===== src/rtl/v68k_alu_pkg.sv =====
// Shared definitions for the 68k ALU sequencer: op codes, operand size and sequencer states.
package v68k_alu_pkg;

    localparam logic [2:0] ALU_ADD = 3'd0;
    localparam logic [2:0] ALU_SUB = 3'd1;
    localparam logic [2:0] ALU_AND = 3'd2;
    localparam logic [2:0] ALU_OR  = 3'd3;
    localparam logic [2:0] ALU_XOR = 3'd4;

    typedef enum logic {
        SZ_WORD = 1'b0,
        SZ_LONG = 1'b1
    } size_e;

    typedef enum logic [1:0] {
        S_IDLE = 2'd0,
        S_LOW  = 2'd1,
        S_HIGH = 2'd2,
        S_DONE = 2'd3
    } seq_state_e;

    function automatic logic op_legal(input logic [2:0] op);
        return op <= ALU_XOR;
    endfunction

endpackage


===== src/rtl/Alu.sv =====
// One slice of the 68k ALU: add/sub with carry-in, logic ops; illegal codes pass A through.
module Alu
    import v68k_alu_pkg::*;
#(
    parameter int bits = 16
) (
    input  logic [bits-1:0] a,
    input  logic [bits-1:0] b,
    input  logic            x,
    input  logic [2:0]      op,
    output logic [bits-1:0] o,
    output logic            c
);

    logic [bits:0] sum;
    logic [bits:0] dif;

    // The extra top bit of the difference is the borrow out.
    assign sum = {1'b0, a} + {1'b0, b} + {{bits{1'b0}}, x};
    assign dif = {1'b0, a} - {1'b0, b} - {{bits{1'b0}}, x};

    always_comb begin
        o = a;
        c = 1'b0;
        case (op)
            ALU_ADD: {c, o} = sum;
            ALU_SUB: {c, o} = dif;
            ALU_AND: o = a & b;
            ALU_OR:  o = a | b;
            ALU_XOR: o = a ^ b;
            default: ;
        endcase
    end

endmodule


===== src/rtl/alu_long_sequencer.sv =====
// Runs word/long ADD/SUB/AND/OR/XOR through one 16-bit Alu slice, low half then high half,
// and produces 68k X/N/Z/V/C including sticky Z for extend-mode ops.
module alu_long_sequencer
    import v68k_alu_pkg::*;
#(
    parameter int WORD_BITS = 16
) (
    input  logic                   clk,
    input  logic                   rst,
    input  logic                   req_valid,
    output logic                   req_ready,
    input  logic [2:0]             req_op,
    input  logic                   req_long,
    input  logic                   req_ext,
    input  logic [2*WORD_BITS-1:0] req_a,
    input  logic [2*WORD_BITS-1:0] req_b,
    input  logic                   x_in,
    input  logic                   z_in,
    output logic                   rsp_valid,
    input  logic                   rsp_ready,
    output logic [2*WORD_BITS-1:0] rsp_result,
    output logic                   rsp_x,
    output logic                   rsp_n,
    output logic                   rsp_z,
    output logic                   rsp_v,
    output logic                   rsp_c,
    output logic                   rsp_err
);

    localparam int LW = 2 * WORD_BITS;

    seq_state_e           state;
    logic [2:0]           op_q;
    size_e                size_q;
    logic                 ext_q, x_q, z_q;
    logic [LW-1:0]        a_q, b_q;
    logic [WORD_BITS-1:0] lo_o_q;
    logic                 lo_c_q;

    logic [WORD_BITS-1:0] alu_a, alu_b, alu_o;
    logic                 alu_x, alu_c;
    logic                 fin;
    logic [LW-1:0]        fin_result;
    logic                 fin_zero;
    logic [4:0]           fin_cc;

    // Returns {X, N, Z, V, C}; V is derived from the final slice's sign bits.
    function automatic logic [4:0] cc_flags(input logic [2:0] op, input logic ext,
                                            input logic xl, input logic zl,
                                            input logic as, input logic bs, input logic rs,
                                            input logic zero, input logic c);
        logic xx, vv, cc;
        xx = xl;
        vv = 1'b0;
        cc = 1'b0;
        if (op == ALU_ADD) begin
            xx = c;
            cc = c;
            vv = (as == bs) && (rs != as);
        end else if (op == ALU_SUB) begin
            xx = c;
            cc = c;
            vv = (as != bs) && (rs != as);
        end
        return {xx, rs, ext ? (zl & zero) : zero, vv, cc};
    endfunction

    always_comb begin
        if (state == S_HIGH) begin
            alu_a = a_q[LW-1:WORD_BITS];
            alu_b = b_q[LW-1:WORD_BITS];
            alu_x = lo_c_q;
        end else begin
            alu_a = a_q[WORD_BITS-1:0];
            alu_b = b_q[WORD_BITS-1:0];
            alu_x = ext_q & x_q;
        end
    end

    Alu #(.bits(WORD_BITS)) u_alu (
        .a  (alu_a),
        .b  (alu_b),
        .x  (alu_x),
        .op (op_q),
        .o  (alu_o),
        .c  (alu_c)
    );

    // Final slice: word keeps the upper destination half, long tests zero over both slices.
    assign fin        = (state == S_HIGH) || (state == S_LOW && size_q == SZ_WORD);
    assign fin_result = (state == S_HIGH) ? {alu_o, lo_o_q} : {a_q[LW-1:WORD_BITS], alu_o};
    assign fin_zero   = (state == S_HIGH) ? (fin_result == '0) : (alu_o == '0);
    assign fin_cc     = cc_flags(op_q, ext_q, x_q, z_q, alu_a[WORD_BITS-1], alu_b[WORD_BITS-1],
                                 alu_o[WORD_BITS-1], fin_zero, alu_c);

    always_ff @(posedge clk or posedge rst) begin
        if (rst) begin
            state      <= S_IDLE;
            req_ready  <= 1'b1;
            rsp_valid  <= 1'b0;
            rsp_result <= '0;
            rsp_x      <= 1'b0;
            rsp_n      <= 1'b0;
            rsp_z      <= 1'b0;
            rsp_v      <= 1'b0;
            rsp_c      <= 1'b0;
            rsp_err    <= 1'b0;
        end else begin
            case (state)
                S_IDLE: begin
                    if (req_valid) begin
                        state     <= S_LOW;
                        req_ready <= 1'b0;
                    end
                end
                S_LOW, S_HIGH: begin
                    if (fin) begin
                        state      <= S_DONE;
                        rsp_valid  <= 1'b1;
                        rsp_result <= fin_result;
                        {rsp_x, rsp_n, rsp_z, rsp_v, rsp_c} <= fin_cc;
                        rsp_err    <= !op_legal(op_q);
                    end else begin
                        state <= S_HIGH;
                    end
                end
                S_DONE: begin
                    if (rsp_ready) begin
                        state     <= S_IDLE;
                        rsp_valid <= 1'b0;
                        req_ready <= 1'b1;
                    end
                end
                default: state <= S_IDLE;
            endcase
        end
    end

    // Request and low-slice holding registers carry data only, so they are not reset.
    always_ff @(posedge clk) begin
        if (state == S_IDLE && req_valid) begin
            op_q   <= req_op;
            size_q <= size_e'(req_long);
            ext_q  <= req_ext;
            x_q    <= x_in;
            z_q    <= z_in;
            a_q    <= req_a;
            b_q    <= req_b;
        end
        if (state == S_LOW) begin
            lo_o_q <= alu_o;
            lo_c_q <= alu_c;
        end
    end

endmodule


===== config.mk =====
export PLATFORM = sky130hd
export DESIGN_NAME = alu_long_sequencer
export DESIGN_NICKNAME = d
export VERILOG_FILES = /design/src/rtl/v68k_alu_pkg.sv /design/src/rtl/Alu.sv /design/src/rtl/alu_long_sequencer.sv
export SDC_FILE = /design/constraint.sdc
export NUM_CORES = 1
export LEC_CHECK = 0
export CAP_MARGIN = 10
export CORE_MARGIN = 2
export CORE_UTILIZATION = 45
export CTS_CLUSTER_DIAMETER = 30
export DETAILED_ROUTE_END_ITERATION = 6
export HOLD_SLACK_MARGIN = 0.08
export PLACE_DENSITY = 0.68
export REMOVE_ABC_BUFFERS = 1
export SLEW_MARGIN = 20
export SYNTH_ARGS = -nofsm -noshare
export SYNTH_HDL_FRONTEND = slang
export SYNTH_SLANG_ARGS = --single-unit

===== constraint.sdc =====
create_clock -name clk -period 9.7 [get_ports clk]
set_clock_uncertainty 0.1 [all_clocks]
set_input_delay 1.455 -clock clk [delete_from_list [all_inputs] [get_ports clk]]
set_output_delay 1.455 -clock clk [all_outputs]
set_load 0.02 [all_outputs]

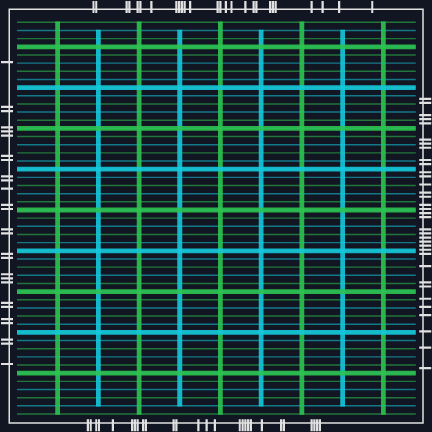
**Above:** supply network.
(3 px per um) Pins as bars on the die edge.
VSS -> green
VDD -> cyan
signal pins = 115
rows = 48
met5 straps = 9
met4 straps = 9
met1 rails = 49

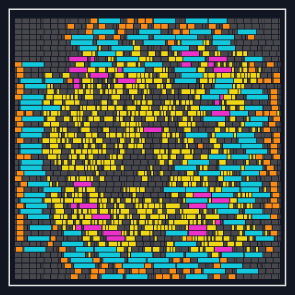
**Above:** placement by cell class.
(2 px per um) Fill, decap, tap and diode cells in grey.
remaining buffers and delay cells -> orange  # cells 123
remaining logic cells -> yellow  # cells 616
registers -> cyan  # cells 130
clock drivers and dummy loads -> magenta  # cells 32
standard cell core area: 17400 um^2
flip-flop and latch share of the layout cell area: 36.9%

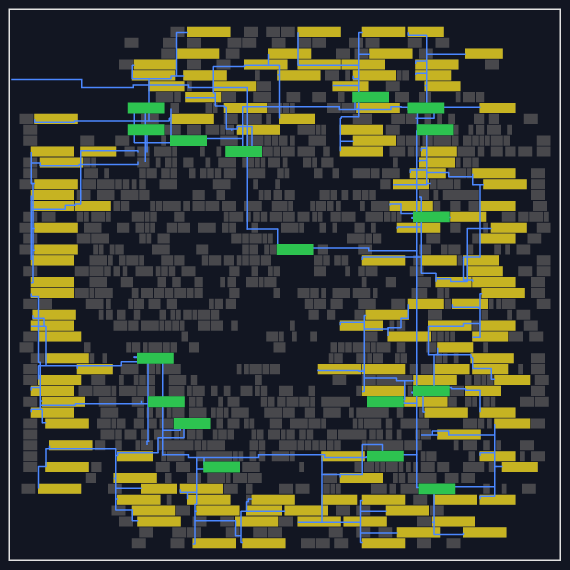
**Above:** routed clock nets over the placement.
(4 px per um)
flip-flops -> yellow  # count 130
clock-net drivers -> green  # count 17
clock wires -> blue  # length 1760 um
routed clock nets = 18

==> ds_physical_params.txt <==
Physical design parameters

Parameter                              Value

Pwr
  Register share of total power    23.7%
  Switching share of total power    44.4%
  Top Consumer    combinational cells
  Largest voltage drop on the vdd net    0.000292 V
  Combinational power    2.20 mW
  Sequential power    887 uW

Status
  Result of the run    complete, no violations

STA
  Max-slew violation count    0
  Slew HR    33.6%
  Max Freq    180 MHz
  Count of endpoints failing hold in the final timing report    0
  Post-route worst setup slack    4.16 ns
  Unrepaired setup endpoints after global routing    false

Cells and area
  Inserted Diodes    0
  Commonest non-fill, non-tap cells in the layout    114 x sky130_fd_sc_hd__clkdlybuf4s50_1, 88 x sky130_fd_sc_hd__edfxtp_1, 74 x sky130_fd_sc_hd__nand2_1, 70 x sky130_fd_sc_hd__a21oi_1, 69 x sky130_fd_sc_hd__inv_1
  Number of nets in the layout    1031
  Non-filler cells in the finished layout    1126

Hold path
  Hold Crit Depth    2

Critical path
  Required arrival time at the worst endpoint    around 9.9 ns
  Data arrival at the endpoint of the critical path    5.78 ns
  End of the worst register-to-register path    rsp_z$_DFFE_PP0P_
  Delay-heaviest family, CP    simple AND/OR/NAND/NOR gates
  Critical path capture point type    register

Detailed routing
  Routed WL per cell    17.8 um
  Aggregate routed wire length    20.0 mm
  DRC    0
  Violation count after the first detailed-route iteration    400

Yosys
  Top post-synthesis cells by area    sky130_fd_sc_hd__edfxtp_1 33%, sky130_fd_sc_hd__dfrtp_1 13%, sky130_fd_sc_hd__ha_1 10%, sky130_fd_sc_hd__mux2i_1 7.4%, sky130_fd_sc_hd__a21oi_1 4.4%
  Portion of netlist area occupied by mux cells    8.55%
  Post-synthesis cell area    8010 um^2
  Distinct cell type count after synthesis    70
  Cell total in the yosys stat output    782
  XOR/XNOR Area Share    approximately 2%
  YS warnings    0
  Simple-gate portion of the synthesized area    9.58%
  Cell type with the highest aggregate area in the netlist    sky130_fd_sc_hd__edfxtp_1
  Top comb family, area    AND-OR/OR-AND gates

Clocking
  Number of buffers created by CTS    17
  Number of cells upsized or downsized after cts    0
  Post-cts hold buffer count    0
  Total setup buffers inserted after CTS    0

GRT
  Maximum number of pins on one net before global-route repair    73

Place
  Worst Setup Slack post-DPL    4.22 ns
  Placed cell count    1094
  Input/output buffers    114

Die
  Die Size    about 19000 um^2

Job
  Max-Cap Viols    0
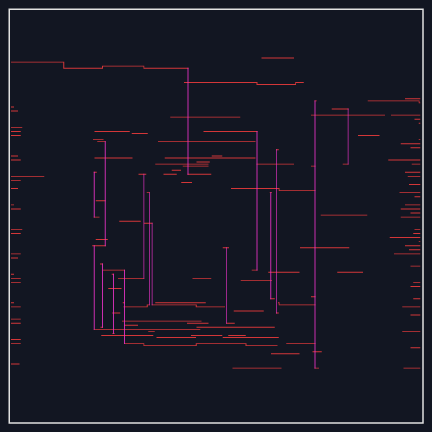
**Above:** metal layers overlaid.
(3 px per um) Only two layers are drawn.
M4 -> magenta  # wire length 546 um
M3 -> red  # wire length 1070 um

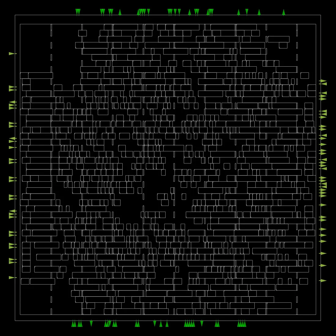
**Above:** placed standard cells.
Final Core Density: 57.6%
total number of placement rows: 48
Seq Cell Count: 130
count of fill cells added during filler insertion: 1508

==> routing by layer <==
metal  routed length (um)  track usage (%)
met1                 9300             30.4
met2                 9080             34.3
met3                 1070             4.60
met4                  546             7.96
met5                    0                0
==> sequential cells by signal (all words and copies together), names as in the netlist, 2 cells and up <==
register and flops:
a_q 32, lo_o_q 16, rsp_result 32, state 2, b_q 32, op_q 3
==> Yosys cell counts (all sizes together), types with 6 or more instances <==
master / instances
edfxtp: 88
nand2: 74
a21oi: 70
inv: 70
o21ai: 65
ha: 64
mux2i: 59
dfrtp: 41
nor2: 31
clkbuf: 26
o22ai: 16
nor3: 13
buf: 10
xnor2: 10
a21o: 8
o21a: 8
xor2: 8
a211oi: 7
a31oi: 7
mux2: 6
Power and IR drop assume default switching activity.
